Fig. 1: run 1, placement view
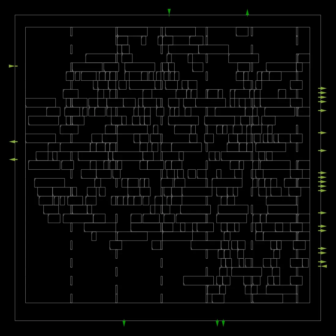
Fig. 2: run 1, PDN straps and rails
Pins as bars on the die edge. Tap cells in gray.
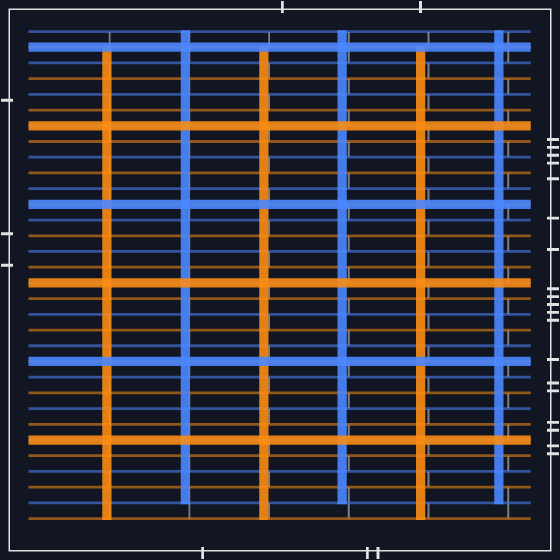
Fig. 3: run 1, cell classes on the final placement
Bar = 20 um. Fill, decap, tap and diode cells in gray.
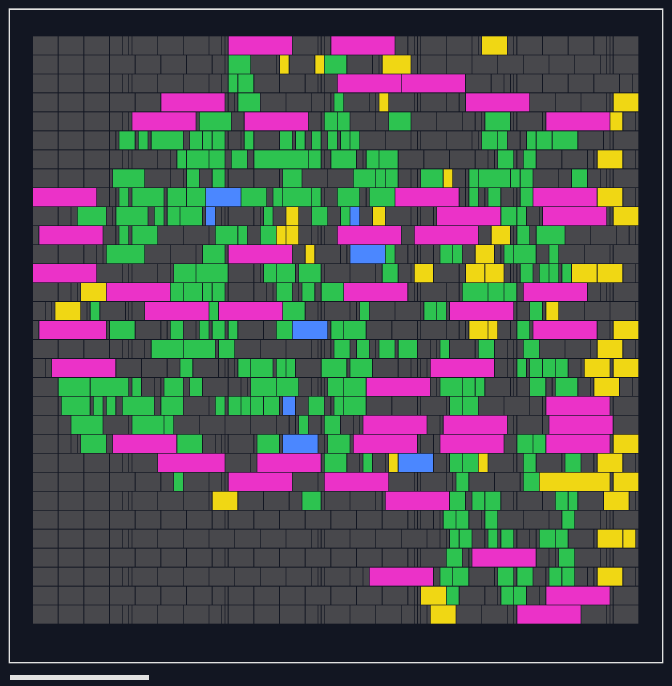
**src/rtl/map_disp_pkg.sv**
```systemverilog
// Shared timing defaults and scan state types for the map display path.
package map_disp_pkg;

    localparam int DEF_H_ACTIVE = 640;
    localparam int DEF_H_FP     = 16;
    localparam int DEF_H_SYNC   = 96;
    localparam int DEF_H_BP     = 48;
    localparam int DEF_V_ACTIVE = 480;
    localparam int DEF_V_FP     = 10;
    localparam int DEF_V_SYNC   = 2;
    localparam int DEF_V_BP     = 33;
    localparam int DEF_MAP_X0   = 64;
    localparam int DEF_MAP_Y0   = 48;
    localparam int DEF_MAP_W    = 512;
    localparam int DEF_MAP_H    = 384;
    localparam int DEF_ADDR_W   = 18;

    typedef enum logic [1:0] {
        H_ACT   = 2'd0,
        H_FRONT = 2'd1,
        H_SYNC  = 2'd2,
        H_BACK  = 2'd3
    } h_state_t;

    typedef enum logic [1:0] {
        V_ACT   = 2'd0,
        V_FRONT = 2'd1,
        V_SYNC  = 2'd2,
        V_BACK  = 2'd3
    } v_state_t;

    // Axis-neutral encoding used inside scan_axis; it matches h_state_t and v_state_t bit for bit.
    typedef enum logic [1:0] {
        AX_ACT   = 2'd0,
        AX_FRONT = 2'd1,
        AX_SYNC  = 2'd2,
        AX_BACK  = 2'd3
    } axis_state_t;

endpackage

```
**src/rtl/scan_axis.sv**
```systemverilog
// One scan axis: counts 0..TOTAL-1 on each step and tracks the active/front/sync/back region.
module scan_axis
    import map_disp_pkg::*;
#(
    parameter int  ACTIVE = 640,
    parameter int  FP     = 16,
    parameter int  SYNC   = 96,
    parameter int  BP     = 48,
    localparam int TOTAL  = ACTIVE + FP + SYNC + BP,
    localparam int CNT_W  = $clog2(TOTAL)
) (
    input  logic             i_clk,
    input  logic             i_rst_n,
    input  logic             i_step,
    output logic [CNT_W-1:0] o_cnt,
    output axis_state_t      o_state,
    output logic             o_wrap
);

    localparam logic [CNT_W-1:0] LAST     = CNT_W'(TOTAL - 1);
    localparam logic [CNT_W-1:0] ACT_END  = CNT_W'(ACTIVE - 1);
    localparam logic [CNT_W-1:0] FP_END   = CNT_W'(ACTIVE + FP - 1);
    localparam logic [CNT_W-1:0] SYNC_END = CNT_W'(ACTIVE + FP + SYNC - 1);

    logic [CNT_W-1:0] r_cnt;
    axis_state_t      r_state;

    assign o_cnt   = r_cnt;
    assign o_state = r_state;
    assign o_wrap  = i_step && (r_cnt == LAST);

    always_ff @(posedge i_clk or negedge i_rst_n) begin
        if (!i_rst_n) begin
            r_cnt   <= '0;
            r_state <= AX_ACT;
        end else if (i_step) begin
            r_cnt <= (r_cnt == LAST) ? '0 : r_cnt + 1'b1;
            case (r_state)
                AX_ACT:   if (r_cnt == ACT_END)  r_state <= AX_FRONT;
                AX_FRONT: if (r_cnt == FP_END)   r_state <= AX_SYNC;
                AX_SYNC:  if (r_cnt == SYNC_END) r_state <= AX_BACK;
                AX_BACK:  if (r_cnt == LAST)     r_state <= AX_ACT;
                default:  r_state <= AX_ACT;
            endcase
        end
    end

endmodule

```
**src/rtl/map_scan_ctrl.sv**
```systemverilog
// Raster scan controller: display timing, map window detection and a running map read address.
module map_scan_ctrl #(
    parameter int H_ACTIVE = map_disp_pkg::DEF_H_ACTIVE,
    parameter int H_FP     = map_disp_pkg::DEF_H_FP,
    parameter int H_SYNC   = map_disp_pkg::DEF_H_SYNC,
    parameter int H_BP     = map_disp_pkg::DEF_H_BP,
    parameter int V_ACTIVE = map_disp_pkg::DEF_V_ACTIVE,
    parameter int V_FP     = map_disp_pkg::DEF_V_FP,
    parameter int V_SYNC   = map_disp_pkg::DEF_V_SYNC,
    parameter int V_BP     = map_disp_pkg::DEF_V_BP,
    parameter int MAP_X0   = map_disp_pkg::DEF_MAP_X0,
    parameter int MAP_Y0   = map_disp_pkg::DEF_MAP_Y0,
    parameter int MAP_W    = map_disp_pkg::DEF_MAP_W,
    parameter int MAP_H    = map_disp_pkg::DEF_MAP_H,
    parameter int ADDR_W   = map_disp_pkg::DEF_ADDR_W
) (
    input  logic              clk_i,
    input  logic              rst_ni,
    input  logic              pix_ce_i,
    output logic [ADDR_W-1:0] map_addr_o,
    output logic              map_rd_en_o,
    output logic              display_enable_o,
    output logic              map_enable_o,
    output logic              hsync_o,
    output logic              vsync_o,
    output logic              frame_start_o
);

    localparam int H_TOTAL = H_ACTIVE + H_FP + H_SYNC + H_BP;
    localparam int V_TOTAL = V_ACTIVE + V_FP + V_SYNC + V_BP;
    localparam int H_CNT_W = $clog2(H_TOTAL);
    localparam int V_CNT_W = $clog2(V_TOTAL);

    logic [H_CNT_W-1:0]        w_h_cnt;
    logic [V_CNT_W-1:0]        w_v_cnt;
    map_disp_pkg::axis_state_t w_h_axis;
    map_disp_pkg::axis_state_t w_v_axis;
    map_disp_pkg::h_state_t    w_h_state;
    map_disp_pkg::v_state_t    w_v_state;
    logic                      w_h_wrap;
    logic                      w_v_wrap;
    logic                      w_active;
    logic                      w_h_in;
    logic                      w_v_in;
    logic                      w_in_win;
    logic                      w_origin;
    logic [ADDR_W-1:0]         r_addr;

    scan_axis #(
        .ACTIVE(H_ACTIVE), .FP(H_FP), .SYNC(H_SYNC), .BP(H_BP)
    ) u_h_axis (
        .i_clk   (clk_i),
        .i_rst_n (rst_ni),
        .i_step  (pix_ce_i),
        .o_cnt   (w_h_cnt),
        .o_state (w_h_axis),
        .o_wrap  (w_h_wrap)
    );

    scan_axis #(
        .ACTIVE(V_ACTIVE), .FP(V_FP), .SYNC(V_SYNC), .BP(V_BP)
    ) u_v_axis (
        .i_clk   (clk_i),
        .i_rst_n (rst_ni),
        .i_step  (w_h_wrap),
        .o_cnt   (w_v_cnt),
        .o_state (w_v_axis),
        .o_wrap  (w_v_wrap)
    );

    assign w_h_state = map_disp_pkg::h_state_t'(w_h_axis);
    assign w_v_state = map_disp_pkg::v_state_t'(w_v_axis);

    // Gating the window with the active flag clips any window that spills past active video.
    assign w_active = (w_h_state == map_disp_pkg::H_ACT) && (w_v_state == map_disp_pkg::V_ACT);
    assign w_h_in   = (int'(w_h_cnt) >= MAP_X0) && (int'(w_h_cnt) < MAP_X0 + MAP_W);
    assign w_v_in   = (int'(w_v_cnt) >= MAP_Y0) && (int'(w_v_cnt) < MAP_Y0 + MAP_H);
    assign w_in_win = w_active && w_h_in && w_v_in;
    assign w_origin = (w_h_cnt == '0) && (w_v_cnt == '0);

    assign map_rd_en_o = pix_ce_i && w_in_win;
    assign map_addr_o  = r_addr;

    // Stage-1 outputs line up with the memory data that returns one enabled cycle after the read.
    always_ff @(posedge clk_i or negedge rst_ni) begin
        if (!rst_ni) begin
            r_addr           <= '0;
            display_enable_o <= 1'b0;
            map_enable_o     <= 1'b0;
            hsync_o          <= 1'b1;
            vsync_o          <= 1'b1;
            frame_start_o    <= 1'b0;
        end else begin
            frame_start_o <= pix_ce_i && w_origin;
            if (pix_ce_i) begin
                display_enable_o <= w_active;
                map_enable_o     <= w_in_win;
                hsync_o          <= (w_h_state != map_disp_pkg::H_SYNC);
                vsync_o          <= (w_v_state != map_disp_pkg::V_SYNC);
                if (w_v_wrap) begin
                    r_addr <= '0;
                end else if (w_in_win) begin
                    r_addr <= r_addr + 1'b1;
                end
            end
        end
    end

endmodule

```
**config.mk**
```make
export PLATFORM = sky130hd
export DESIGN_NAME = map_scan_ctrl
export DESIGN_NICKNAME = d
export VERILOG_FILES = /design/src/rtl/map_disp_pkg.sv /design/src/rtl/scan_axis.sv /design/src/rtl/map_scan_ctrl.sv
export SDC_FILE = /design/constraint.sdc
export NUM_CORES = 1
export LEC_CHECK = 0
export CORE_MARGIN = 3
export CORE_UTILIZATION = 35
export DETAILED_ROUTE_END_ITERATION = 6
export GPL_TIMING_DRIVEN = 0
export MAX_ROUTING_LAYER = met4
export PLACE_DENSITY = 0.57
export SYNTH_ARGS = -nofsm -noshare
export SYNTH_HDL_FRONTEND = slang
export SYNTH_SLANG_ARGS = --single-unit
```
**constraint.sdc**
```tcl
create_clock -name clk_i -period 2.5 [get_ports clk_i]
set_input_delay 0.625 -clock clk_i [delete_from_list [all_inputs] [get_ports clk_i]]
set_output_delay 0.625 -clock clk_i [all_outputs]
set_load 0.02 [all_outputs]
```
==> impl_metrics.csv, run 1 <==
group,metric,value,unit
run_status,outcome,"finished clean",
sta,final_hold_viol_count,0,
route,drt_first_pass_iters,4,
route,route.detailed.drc,0,
setup_path,crit_path_end_kind,"primary output",
sta,fin_ws,0.121,ns
pwr,switchingPower,0.415,mW
grt,met1_usage,0.192,
pwr,power_leader,"sequential cells",
sta,setup_tns,0,ns
cts,clockBufferDepth,2,
route,drt-total-wl,5770,um
setup_path,crit_fanout,4,
sta,setup_viol_count_final,0,
cts,ctsResizeCount,8,
sta,finalCriticalPeriod,2.38,ns
cts,cts.clk_slew.worst_paths,0.09,ns
pwr,p_leak,1.38,nW
final_layout,final_cells,424,
grt,grt_pass1_vias,2143,
route,dr_wl_met3,187,um
setup_path,path_delay_family,"flip-flops",
yosys,ys_sh_xor,0.0490,
grt,grtUsageTotal,0.148,
yosys,postSynthSeqShare,0.440,
final_layout,lay_top_cells,"dfrtp_1, nand2_1, clkdlybuf4s50_1",
setup_path,crit_end,"map_rd_en_o",
final_layout,seqCellArea,0.00118,mm2
setup_path,rr_endpoint,"map_addr_o[11]",
setup_path,crit_buf_inv,3,
pwr,pwr-share-comb,0.146,
grt,grt_pass1_wl,10100,um
die,fp-utilization,0.365,
final_layout,n_antenna_cell,0,
final_layout,drive_gt1_frac,0.108,
cts,htree_levels,2,
final_layout,clkCellAreaFrac,0.0254,
yosys,synth_flops,47,
route,ant_nets,0,
setup_path,required,1.88,ns
final_layout,final_nets,342,
Notes on Fig. 1 above:
filler cell count: 734
standard-cell rows: 31
area of the core: 0.00733 mm2
Final Core Density: 0.437
Seq cells: 47

Notes on Fig. 2 above:
| net | color |
|---|---|
| VSS | orange |
| VDD | blue |
tap cells: 99
met5 straps: 6
met1 rails: 32
rows: 31
met4 straps: 6

Notes on Fig. 3 above:
| class | color | cells |
|---|---|---|
| clock drivers and dummy loads | blue | 8 |
| registers | magenta | 47 |
| remaining buffers and delay cells | yellow | 46 |
| remaining logic cells | green | 224 |
flop share of the area: 0.368
design area: 0.00320 mm2

==> run 2, diff against run 1 <==
--- a/config.mk
+++ b/config.mk
@@ -5,6 +5,7 @@
 export SDC_FILE = /design/constraint.sdc
 export NUM_CORES = 1
 export LEC_CHECK = 0
+export CAP_MARGIN = 20
 export CORE_MARGIN = 3
 export CORE_UTILIZATION = 35
 export DETAILED_ROUTE_END_ITERATION = 6
==> constraint.sdc (replaced) <==
create_clock -name clk_i -period 2.9 [get_ports clk_i]
set_input_delay 0.725 -clock clk_i [delete_from_list [all_inputs] [get_ports clk_i]]
set_output_delay 0.725 -clock clk_i [all_outputs]
set_load 0.02 [all_outputs]
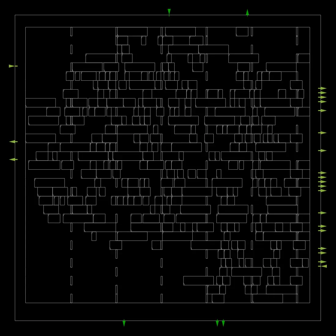
Fig. 4. Placement view (run 2).
filler cell count: 737
flop share of the area: 0.370
Final Core Density: 0.434
Well Taps: 99
final non-filler cell total: 423

==> run 2 against run 1 <==
Against the previous run:
- flip-flop count unchanged
- critical path depth unchanged
- first-iteration DRC count up 11%
- area after synthesis is the same
- non-clock buffer count is 1 lower
- via count rose by 0.32%
- clock skew barely moved
- critical path type unchanged
- largest power group unchanged
==> impl_metrics.csv, run 2 <==
group,metric,value,unit
run_status,outcome,"finished clean",
sta,period_used_share,0.916,
pwr,switchingPower,0.357,mW
grt,grtUsageTotal,0.145,
sta,fin_ws,0.245,ns
pwr,pwr-share-comb,0.146,
setup_path,crit_end,"map_rd_en_o",
cts,cts.clk_slew.worst_paths,0.09,ns
yosys,postSynthSeqShare,0.440,
setup_path,reg2reg_depth,8,
final_layout,final_nets,341,
setup_path,crit_buf_inv,3,
sta,finalCriticalPeriod,2.66,ns
sta,setup_viol_count_final,0,
yosys,synth_flops,47,
final_layout,n_antenna_cell,0,
cts,htree_levels,2,
grt,met1_usage,0.190,
grt,antenna_found_initial,0,
grt,grt_use_met3,0.0265,
grt,grt_max_degree,26,
cts,cts_tree,"done",
yosys,yosys_area,0.00268,mm2
die,rows,31,
final_layout,drive_gt1_frac,0.0864,
placed_design,io_buffers,25,
final_layout,seq_cells,47,
pwr,ir_drop,0.000186,V
setup_path,crit_fanout,6,
final_layout,seqCellArea,0.00118,mm2
setup_path,rr_endpoint,"map_addr_o[11]",
route,drt_first_pass_iters,4,
worst_hold_path,hp-class,"in -> async",
setup_path,cp-startpoint,"u_v_axis.o_state[0]",
die,core_area,0.00733,mm2
yosys,syn-cell-area,0.00268,mm2
route,route.detailed.drc,0,
yosys,yosys.area_share.simple,0.244,
route,drt-total-wl,5700,um
route,wl_met2,2590,um
route,dr_wl_met3,176,um
yosys,ys_sh_xor,0.0490,
final_layout,fin_area,0.00318,mm2
pwr,power_leader,"sequential cells",
setup_path,path_delay_family,"buffers and inverters",
grt,grt_pass1_wl,9870,um
setup_path,required,2.17,ns
final_layout,clkCellAreaFrac,0.0256,
cts,clockBufferDepth,2,
route,route.top_layer_used,"met4",
die,fp-utilization,0.365,
final_layout,lay_top_cells,"dfrtp_1, nand2_1, clkdlybuf4s50_1",
setup_path,crit_path_end_kind,"primary output",
cts,ctsResizeCount,3,
setup_path,critPathSlowestCell,"dfrtp_1",
yosys,syn_inst,287,
cts,cts_hold_buf,0,
sta,setup_tns,0,ns
setup_path,criticalPathCategory,"reg -> out",
job,tool_warnings,36,
sta,final_hold_viol_count,0,
pwr,p_leak,1.38,nW
route,ant_nets,0,
grt,grt_pass1_vias,2094,
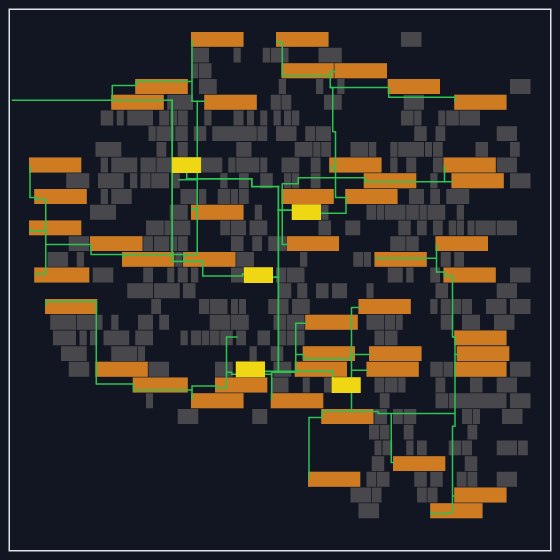
Fig. 5. Clock distribution (run 2).
[flip-flops] orange | count: 47
[clock wires] green | length: 623 um
[clock-net drivers] yellow | count: 5
routed clock nets: 6

==> run 3, diff against run 2 <==
--- a/config.mk
+++ b/config.mk
@@ -6,7 +6,6 @@
 export NUM_CORES = 1
 export LEC_CHECK = 0
 export CAP_MARGIN = 20
-export CORE_MARGIN = 3
 export CORE_UTILIZATION = 35
 export DETAILED_ROUTE_END_ITERATION = 6
 export GPL_TIMING_DRIVEN = 0
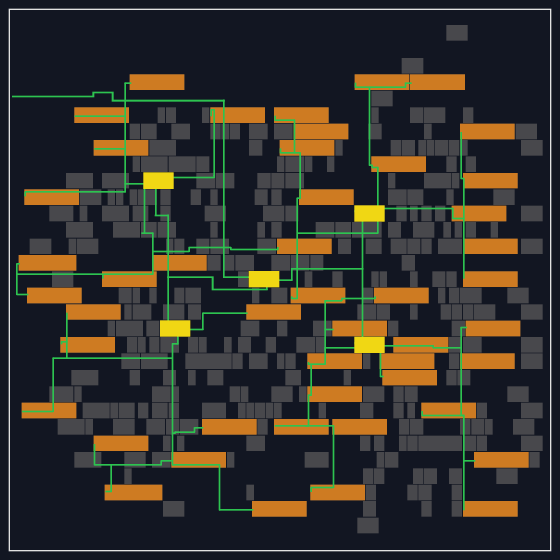
Fig. 6. Clock distribution (run 3).
[clock-net drivers] yellow | count: 5
[clock wires] green | length: 697 um
[flip-flops] orange | count: 47
flops lie: spread over the die
routed clock nets: 6
clock group share of total power: 0.331
clk_lat worst skew: 0.31 ns
Clk. pwr: 0.445 mW
Worst Skew: 0.00786 ns

==> run 3 against run 2 <==
Against the previous run:
- setup slack worse by 0.0091 ns
- area after synthesis unchanged
- flip-flop count unchanged
- sequential power about the same
- total power up 4.5%
- clock skew up 0.0013 ns
- first-iteration DRC count down 23%
- synthesized cell count unchanged
- clock power up 15%
- wire length up 0.33%
- design area about the same
- die size down 8.4%
==> impl_metrics.csv, run 3 <==
group,metric,value,unit
grt,grtUsageTotal,0.165,
route,dr_wl_met3,133,um
pwr,switchingPower,0.390,mW
placed_design,dpl.hpwl,4070,um
final_layout,final_cells,422,
route,route.top_layer_used,"met4",
cts,ctsResizeCount,3,
final_layout,n_antenna_cell,0,
pwr,pwr-share-comb,0.140,
yosys,syn-cell-area,0.00268,mm2
yosys,postSynthSeqShare,0.440,
pwr,power_leader,"sequential cells",
setup_path,criticalPathCategory,"reg -> out",
die,core_area,0.00733,mm2
yosys,ys_warn_count,0,
grt,grt_max_degree,37,
final_layout,drive_gt1_frac,0.0898,
final_layout,dominant_cells,"logic gates",
yosys,yosys_area,0.00268,mm2
setup_path,path_delay_family,"buffers and inverters",
sta,final_hold_viol_count,0,
yosys,top_cell,"dfrtp_1",
final_layout,fill_cells,727,
job,drv_cap,0,
pwr,fin_total_pwr,1.35,mW
setup_path,crit_buf_inv,3,
final_layout,clkCellAreaFrac,0.0310,
final_layout,buffer_area_frac,0.110,
setup_path,path_cells,"clkbuf_1 > and3b_1 > o211ai_1 > nand3_2 > inv_1 > clkbuf_2",
job,tool_warnings,36,
yosys,synth_flops,47,
setup_path,rr_endpoint,"map_addr_o[14]",
run_status,outcome,"finished clean",
final_layout,comb_cells,204,
sta,finalCriticalPeriod,2.66,ns
final_layout,final_nets,340,
grt,met1_usage,0.208,
placed_design,gp_congestion,0.799,
final_layout,lay_top_cells,"dfrtp_1, nand2_1, clkdlybuf4s50_1",
grt,grt_pass1_wl,9820,um
route,route.detailed.drc,0,
yosys,ys_sh_xor,0.0490,
final_layout,seqCellArea,0.00118,mm2
cts,htree_levels,2,
setup_path,crit_end,"map_rd_en_o",
cts,post-cts-setup-buffers,1,
final_layout,largest_reg_flops,18,
final_layout,fin_area,0.00319,mm2
die,n_tap_cell,99,
setup_path,crit_fanout,8,
yosys,async_flop_share,1.00,
setup_path,crit_path_end_kind,"primary output",
worst_hold_path,hp-class,"in -> async",
sta,setup_tns,0,ns
yosys,syn_inst,287,
final_layout,seq_share,0.370,
yosys,yosys.area_share.simple,0.244,
die,fp-utilization,0.365,
yosys,top_cells_by_area,"dfrtp_1, ha_1, o21ai_0",
die,rows,31,
setup_path,slowest_delay,0.37,ns
pwr,ir_drop,0.000228,V
sta,period_used_share,0.919,
grt,grt_overflow,0,
final_layout,final_util,0.435,
setup_path,reg2reg_depth,9,
grt,antenna_found_initial,0,
sta,setup_viol_count_final,0,
grt,grt_use_met3,0.0277,
setup_path,critPathSlowestCell,"dfrtp_1",
die,die_h,89.5,um
final_layout,seq_cells,47,
route,drt_first_pass_iters,4,
sta,fin_ws,0.236,ns
cts,cts_tree,"done",
cts,clockBufferDepth,2,
setup_path,required,2.17,ns
pwr,p_leak,1.37,nW
setup_path,cp-startpoint,"u_v_axis.o_cnt[4]",
route,drt-total-wl,5710,um
cts,cts_hold_buf,0,
cts,cts.clk_slew.worst_paths,0.10,ns
grt,grt_pass1_vias,2093,
route,wl_met2,2600,um
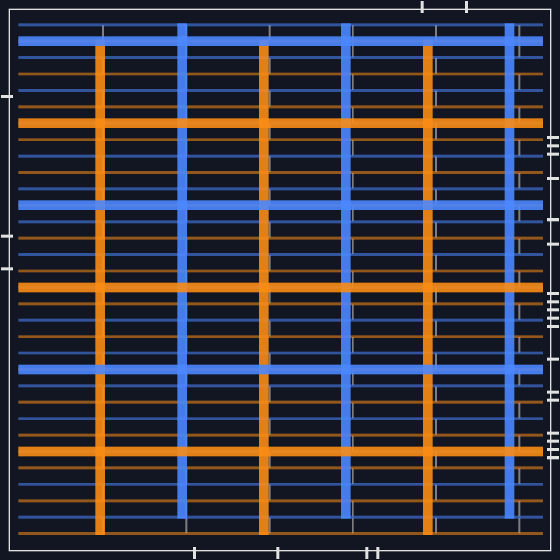
Fig. 7. PDN straps and rails (run 3).
Pins as bars on the die edge. Tap cells in gray.
| net | color |
|---|---|
| VDD | blue |
| VSS | orange |
met4 straps: 6
met1 rails: 32
tap cells: 99


## Gallery

Signal wires on met2.
Bar = 20 um.
image #1
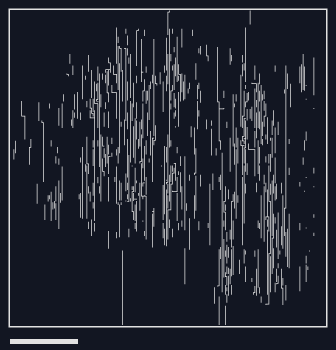
image #2
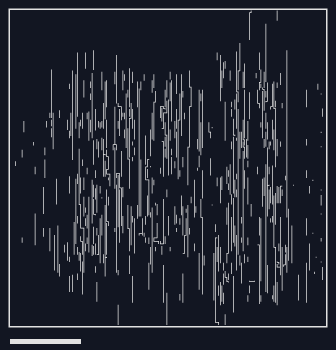
For run 1, see image #1.
For run 3, see image #2.

No activity file was given, so power comes from the tool's default toggle rates.
